**Run 1: wiring by layer**

Two of the layers only.
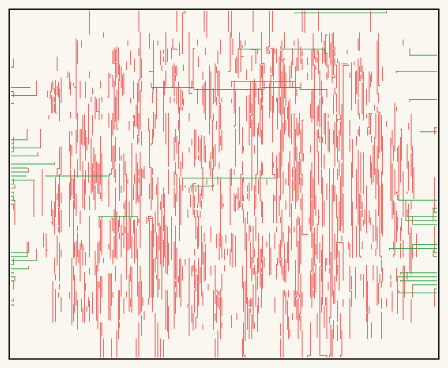
**Run 1: metal 1**

Supply wires on this layer in gray.
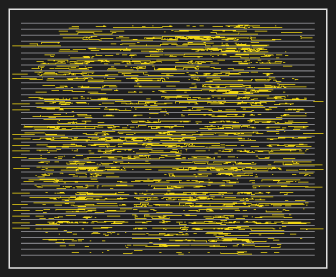
**Run 1: clock wiring as the flow saved it**

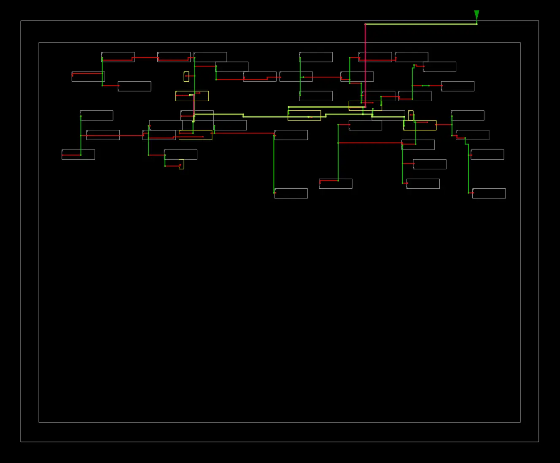
**Run 1: I/O nets highlighted**

Scale bar: 50 µm.
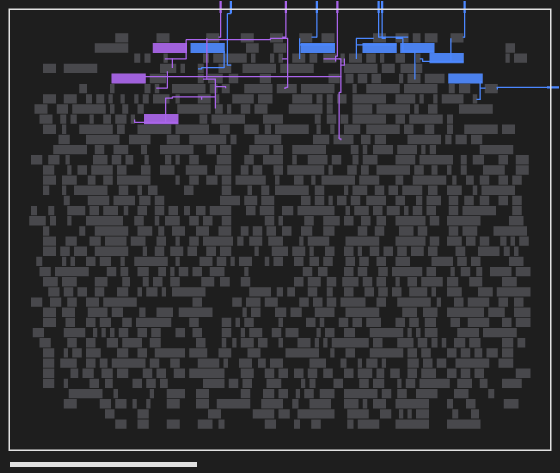
`src/rtl/pm_min_search_ctrl.sv`:
```
// Best-path-metric search: streams the PM store beat by beat, reduces each beat with the
// modulo compare and folds the winner into a running best that seeds traceback.
module pm_min_search_ctrl #(
  parameter int PM_W         = 8,
  parameter int NUM_STATES   = 64,
  parameter int PMS_PER_BEAT = 8,
  parameter int IDX_W        = 6,
  parameter int ADDR_W       = 3
) (
  input  logic                         clk,
  input  logic                         rst,
  input  logic                         start,
  input  logic                         abort,
  output logic                         pm_rd_req,
  output logic [ADDR_W-1:0]            pm_rd_addr,
  input  logic                         pm_rd_valid,
  input  logic [PM_W*PMS_PER_BEAT-1:0] pm_rd_data,
  output logic                         busy,
  output logic                         done,
  output logic [IDX_W-1:0]             best_idx,
  output logic [PM_W-1:0]              best_pm,
  output logic                         proto_err
);

  localparam int NUM_BEATS = NUM_STATES / PMS_PER_BEAT;
  localparam int LANE_SH   = $clog2(PMS_PER_BEAT);
  localparam int LANE_W    = (LANE_SH > 0) ? LANE_SH : 1;
  localparam logic [ADDR_W-1:0] LAST_BEAT = ADDR_W'(NUM_BEATS - 1);
  localparam logic [IDX_W-1:0]  MAX_IDX   = IDX_W'(NUM_STATES - 1);

  typedef enum logic [1:0] {S_IDLE, S_FETCH, S_WAIT, S_DONE} state_t;

  typedef struct packed {
    logic [LANE_W-1:0] lane;
    logic [PM_W-1:0]   pm;
  } cand_t;

  // Modulo compare: 1 keeps a, 0 (including ties) takes b.
  function automatic logic pm_win(input logic [PM_W-1:0] a, input logic [PM_W-1:0] b);
    return a[PM_W-1] ^ b[PM_W-1] ^ (a[PM_W-2:0] < b[PM_W-2:0]);
  endfunction

  // Heap-ordered tree: leaves sit at PMS_PER_BEAT+lane, so node 2i always holds the lower lanes.
  function automatic cand_t beat_reduce(input logic [PM_W*PMS_PER_BEAT-1:0] data);
    logic [PM_W-1:0]   node_pm [2*PMS_PER_BEAT];
    logic [LANE_W-1:0] node_ln [2*PMS_PER_BEAT];
    cand_t             res;
    node_pm[0] = '0;
    node_ln[0] = '0;
    for (int k = 0; k < PMS_PER_BEAT; k++) begin
      node_pm[PMS_PER_BEAT+k] = data[k*PM_W +: PM_W];
      node_ln[PMS_PER_BEAT+k] = LANE_W'(k);
    end
    for (int i = PMS_PER_BEAT - 1; i >= 1; i--) begin
      if (pm_win(node_pm[2*i], node_pm[2*i+1])) begin
        node_pm[i] = node_pm[2*i];
        node_ln[i] = node_ln[2*i];
      end else begin
        node_pm[i] = node_pm[2*i+1];
        node_ln[i] = node_ln[2*i+1];
      end
    end
    res.lane = node_ln[1];
    res.pm   = node_pm[1];
    return res;
  endfunction

  state_t              state_q, state_d;
  logic [ADDR_W-1:0]   beat_q, beat_d;
  logic [PM_W-1:0]     run_pm_q, run_pm_d;
  logic [IDX_W-1:0]    run_pos_q, run_pos_d;
  logic                pm_rd_req_q, pm_rd_req_d;
  logic [ADDR_W-1:0]   pm_rd_addr_q, pm_rd_addr_d;
  logic                busy_q, busy_d;
  logic                done_q, done_d;
  logic [IDX_W-1:0]    best_idx_q, best_idx_d;
  logic [PM_W-1:0]     best_pm_q, best_pm_d;
  logic                proto_err_q, proto_err_d;

  cand_t               beat_win;
  logic [IDX_W-1:0]    beat_pos;
  logic                fold_keep;
  logic [PM_W-1:0]     fold_pm;
  logic [IDX_W-1:0]    fold_pos;

  // Running best is tracked by stream position; the state index is derived only at the end.
  always_comb begin
    beat_win  = beat_reduce(pm_rd_data);
    beat_pos  = (IDX_W'(beat_q) << LANE_SH) | IDX_W'(beat_win.lane);
    fold_keep = (beat_q != '0) && pm_win(run_pm_q, beat_win.pm);
    fold_pm   = fold_keep ? run_pm_q  : beat_win.pm;
    fold_pos  = fold_keep ? run_pos_q : beat_pos;
  end

  always_comb begin
    state_d      = state_q;
    beat_d       = beat_q;
    run_pm_d     = run_pm_q;
    run_pos_d    = run_pos_q;
    pm_rd_req_d  = 1'b0;
    pm_rd_addr_d = pm_rd_addr_q;
    done_d       = 1'b0;
    best_idx_d   = best_idx_q;
    best_pm_d    = best_pm_q;
    proto_err_d  = proto_err_q;

    case (state_q)
      S_IDLE: begin
        if (start) begin
          state_d      = S_FETCH;
          beat_d       = '0;
          proto_err_d  = 1'b0;
          pm_rd_req_d  = 1'b1;
          pm_rd_addr_d = '0;
        end
      end
      S_FETCH: begin
        state_d = S_WAIT;
      end
      S_WAIT: begin
        if (pm_rd_valid) begin
          run_pm_d  = fold_pm;
          run_pos_d = fold_pos;
          if (beat_q == LAST_BEAT) begin
            state_d    = S_DONE;
            done_d     = 1'b1;
            best_idx_d = MAX_IDX - fold_pos;
            best_pm_d  = fold_pm;
          end else begin
            state_d      = S_FETCH;
            beat_d       = beat_q + ADDR_W'(1);
            pm_rd_req_d  = 1'b1;
            pm_rd_addr_d = beat_q + ADDR_W'(1);
          end
        end
      end
      S_DONE: begin
        state_d = S_IDLE;
      end
      default: begin
        state_d = S_IDLE;
      end
    endcase

    // Abort cancels everything this cycle would have started or published.
    if (abort) begin
      state_d      = S_IDLE;
      beat_d       = beat_q;
      run_pm_d     = run_pm_q;
      run_pos_d    = run_pos_q;
      pm_rd_req_d  = 1'b0;
      pm_rd_addr_d = pm_rd_addr_q;
      done_d       = 1'b0;
      best_idx_d   = best_idx_q;
      best_pm_d    = best_pm_q;
      proto_err_d  = proto_err_q;
    end

    if (pm_rd_valid && (state_q != S_WAIT)) begin
      proto_err_d = 1'b1;
    end

    busy_d = (state_d != S_IDLE);
  end

  always_ff @(posedge clk or posedge rst) begin
    if (rst) begin
      state_q      <= S_IDLE;
      beat_q       <= '0;
      run_pm_q     <= '0;
      run_pos_q    <= '0;
      pm_rd_req_q  <= 1'b0;
      pm_rd_addr_q <= '0;
      busy_q       <= 1'b0;
      done_q       <= 1'b0;
      best_idx_q   <= '0;
      best_pm_q    <= '0;
      proto_err_q  <= 1'b0;
    end else begin
      state_q      <= state_d;
      beat_q       <= beat_d;
      run_pm_q     <= run_pm_d;
      run_pos_q    <= run_pos_d;
      pm_rd_req_q  <= pm_rd_req_d;
      pm_rd_addr_q <= pm_rd_addr_d;
      busy_q       <= busy_d;
      done_q       <= done_d;
      best_idx_q   <= best_idx_d;
      best_pm_q    <= best_pm_d;
      proto_err_q  <= proto_err_d;
    end
  end

  assign pm_rd_req  = pm_rd_req_q;
  assign pm_rd_addr = pm_rd_addr_q;
  assign busy       = busy_q;
  assign done       = done_q;
  assign best_idx   = best_idx_q;
  assign best_pm    = best_pm_q;
  assign proto_err  = proto_err_q;

endmodule
```
`config.mk`:
```
export PLATFORM = sky130hd
export DESIGN_NAME = pm_min_search_ctrl
export DESIGN_NICKNAME = d
export VERILOG_FILES = /design/src/rtl/pm_min_search_ctrl.sv
export SDC_FILE = /design/constraint.sdc
export NUM_CORES = 1
export LEC_CHECK = 0
export CELL_PAD_IN_SITES_DETAIL_PLACEMENT = 1
export CELL_PAD_IN_SITES_GLOBAL_PLACEMENT = 2
export CORE_ASPECT_RATIO = 0.8
export CORE_MARGIN = 5
export CORE_UTILIZATION = 28
export CTS_BUF_LIST = sky130_fd_sc_hd__clkbuf_8 sky130_fd_sc_hd__clkbuf_16
export DETAILED_ROUTE_END_ITERATION = 8
export PLACE_DENSITY_LB_ADDON = 0.1
export SYNTH_ARGS = -nofsm -noshare
export SYNTH_HDL_FRONTEND = slang
export SYNTH_SLANG_ARGS = --single-unit
```
`constraint.sdc`:
```
create_clock -name clk -period 3.45 [get_ports clk]
set_clock_uncertainty 0.15 [all_clocks]
set_input_delay 0.345 -clock clk [delete_from_list [all_inputs] [get_ports clk]]
set_output_delay 0.345 -clock clk [all_outputs]
set_load 0.05 [all_outputs]
```
==> impl_metrics.env, run 1 <==
# physical design summary
export IMPL_cpMostUsedCell="ha_4"
export IMPL_largestClassByArea="multi-input combinational cells"
export IMPL_violations="setup timing"
export IMPL_top_cell="inv_1"
export IMPL_syn_to_final_growth_pct=98.4
export IMPL_synth_main_ff_cell="dfrtp_1"
export IMPL_async_flop_share=1.00
export IMPL_vias=4612
export IMPL_dr_wl_met3_um=495
export IMPL_gp_congestion=0.808
export IMPL_switchingPower_mw=3.11
export IMPL_ctsResizeCount=261
export IMPL_grt_start_max_net_pins=38
export IMPL_final_area_mm2=0.00804
export IMPL_synth_seq_share=0.228
export IMPL_setup_viol=28
export IMPL_use_met3=0.0284
export IMPL_hp_class="primary input to asynchronous set/reset pin"
export IMPL_comb_area_frac=0.493
export IMPL_cp_end_kind="register"
export IMPL_drv_cap=0
export IMPL_hold_buffers=0
export IMPL_setup_slack_ns=-4.33
export IMPL_crit_start="pm_rd_data[36]"
export IMPL_p_leak_nw=3.80
export IMPL_fin_cells=959
export IMPL_synthTopCellsByCount="inv_1 (58), a21oi_1 (49), ha_1 (46), nor2_1 (46), mux2i_1 (39)"
export IMPL_power_internal_mw=4.15
export IMPL_fp_nets=585
export IMPL_status="finished with violations"
export IMPL_hpwl_um=11200
export IMPL_drive_gt1_frac=0.581
export IMPL_logic_area_mm2=0.00397
export IMPL_wl_met2_um=8180
export IMPL_worstSetupPathType="primary input to register"
export IMPL_top_cell_area_share=0.228
export IMPL_crit_slowest_cell="mux2_4"
export IMPL_worstPathRequired_ns=3.46
export IMPL_finalSetupTns_ns=-118.57
export IMPL_rsz0062_at_grt="true"
export IMPL_top_power_group="combinational cells"
export IMPL_synth_flops=37
export IMPL_nonClockInverterCount=58
export IMPL_wl_met1_um=7070
export IMPL_cts_setup_buffers=57
export IMPL_grt_pass1_wl_um=25000
export IMPL_fp_util=0.284
export IMPL_logic_gates=362
export IMPL_ys_warn_count=0
export IMPL_clockBufferDepth=2
export IMPL_flop_area_um2=926
export IMPL_portBuffers=89
About 'wiring by layer':
[green] M3 | wire length: 495 µm
[red] M2 | wire length: 8180 µm

About 'metal 1':
share of all routed wire: 45%
nets with wire on the layer: 826
wire length on this layer: 7070 µm

About 'clock wiring as the flow saved it':
clk ins delay skew pair: 0.28 ns
TritonCTS Buffers: 5
Clock group: 430 µW
clock sinks: 37

About 'I/O nets highlighted':
[purple] `pm_rd_addr` | bits: 3 | direction: output | edge: top | end cells: 3 | buffers: 3 | wire: 233 µm
[blue] `best_idx` | bits: 6 | direction: output | edge: 5 top, 1 right | end cells: 6 | buffers: 6 | wire: 163 µm

==> run 1: placed cells by master, fill, tap and decap left out, types with 6 or more instances in the layout <==
cell	count
a21o_1	8
a21oi_1	18
a21oi_2	21
a21oi_4	15
buf_2	13
buf_4	205
buf_6	21
clkdlybuf4s50_1	33
dfrtp_1	37
dlygate4sd2_1	21
ha_1	11
ha_4	32
inv_1	35
inv_2	20
mux2_2	12
mux2_4	14
mux2i_1	32
mux2i_4	7
nand2_1	21
nor2_1	33
nor2_2	7
nor2_4	6
o21ai_0	11
xnor2_4	6
==> run 1: worst max-delay path: cells and delay by family <==
family                   cells  cell delay, ns
AND-OR/OR-AND               15            2.57
XOR/XNOR                     3            0.74
adder cells (fa/ha/maj)      4            1.06
buffers and inverters       10            1.27
multiplexers                 4            1.08
AND/OR/NAND/NOR              5            0.69
==> run 2, diff against run 1 <==
--- a/config.mk
+++ b/config.mk
@@ -5,6 +5,7 @@
 export SDC_FILE = /design/constraint.sdc
 export NUM_CORES = 1
 export LEC_CHECK = 0
+export CAP_MARGIN = 15
 export CELL_PAD_IN_SITES_DETAIL_PLACEMENT = 1
 export CELL_PAD_IN_SITES_GLOBAL_PLACEMENT = 2
 export CORE_ASPECT_RATIO = 0.8
==> constraint.sdc (replaced) <==
create_clock -name clk -period 3.45 [get_ports clk]
set_clock_uncertainty 0.15 [all_clocks]
set_input_delay 0.69 -clock clk [delete_from_list [all_inputs] [get_ports clk]]
set_output_delay 0.69 -clock clk [all_outputs]
set_load 0.05 [all_outputs]
**Run 2: metal 1**

Supply wires on this layer in gray.
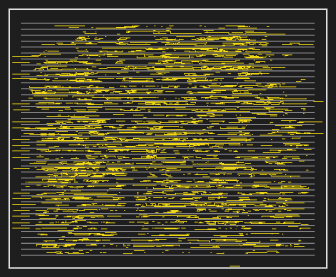
longest straight run: 57.5 µm
nets with wire on the layer: 849

**Run 2: layout detail**

Scale bar: 10 µm. Window x 57 to 87, y 44 to 74 µm. Cells in gray, sequential cells in the stronger gray; small squares are vias.
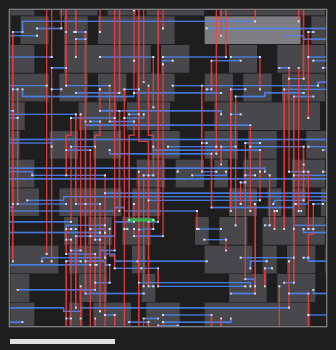
[blue] M1
[green] M3
[red] M2
netlist names of flops here include: `run_pm_q` (1)
cells with their middle in the window: 60
most frequent: buf_4 (23), mux2i_1 (5), inv_1 (5)
sequential cells in the window: 1

==> impl_metrics.env, run 2 <==
# physical design summary
export IMPL_crit_slowest_cell="mux2_4"
export IMPL_drv_cap=0
export IMPL_top_power_group="combinational cells"
export IMPL_wl_met1_um=7410
export IMPL_portBuffers=89
export IMPL_synthTopCellsByCount="inv_1 (58), a21oi_1 (49), ha_1 (46), nor2_1 (46), mux2i_1 (39)"
export IMPL_synth_flops=37
export IMPL_cp_end_kind="register"
export IMPL_cpMostUsedCell="buf_4"
export IMPL_rsz0062_at_grt="true"
export IMPL_synth_seq_share=0.228
export IMPL_wl_met2_um=8820
export IMPL_fin_cells=978
export IMPL_p_leak_nw=3.90
export IMPL_clockBufferDepth=2
export IMPL_layout_top_cells="buf_4 (219), dfrtp_1 (37), nor2_1 (35)"
export IMPL_violations="setup timing"
export IMPL_ctsResizeCount=283
export IMPL_async_flop_share=1.00
export IMPL_hold_buffers=0
export IMPL_status="finished with violations"
export IMPL_ys_warn_count=0
export IMPL_crit_buf_inv=21
export IMPL_hp_class="register to register"
export IMPL_grt_pass1_wl_um=25500
export IMPL_setup_viol=28
export IMPL_setup_slack_ns=-4.93
export IMPL_switchingPower_mw=3.33
export IMPL_worstSetupPathType="primary input to register"
export IMPL_final_area_mm2=0.00826
export IMPL_hpwl_um=10900
export IMPL_worstPathRequired_ns=3.47
export IMPL_finalSetupTns_ns=-135.86
export IMPL_drive_gt1_frac=0.586
export IMPL_fp_util=0.284
export IMPL_powerClk_uw=546
export IMPL_fp_nets=585
export IMPL_worstSkewPairLatency_ns=0.29
export IMPL_cts_buffers=5
export IMPL_cts_setup_buffers=62
export IMPL_power_internal_mw=4.49
export IMPL_gp_congestion=0.801
[run 2: worst max-delay path by stage]
stage | from | to | slack [ns] | depth (start not counted)
2_1_floorplan | pm_rd_data[26] | register | -4.80 | 42
3_3_place_gp | pm_rd_data[42] | run_pm_q[5] | -5.32 | 42
3_5_place_dp | pm_rd_data[42] | run_pm_q[5] | -5.57 | 42
4_1_cts | pm_rd_data[26] | register | -4.66 | 44
5_1_grt | pm_rd_data[45] | register | -5.24 | 45
6_report | pm_rd_data[45] | run_pm_q[2] | -4.93 | 49
[run 2: final cells by class]
type	count	area, µm²
Fill cell	1574	5990
Multi-Input combinational cell	362	3940
Timing Repair Buffer	329	2740
Sequential cell	37	926
Inverter	58	250
Tap cell	184	230
Clock buffer	6	139
Clock inverter	2	33.8
No activity file was given, so power comes from the tool's default toggle rates.
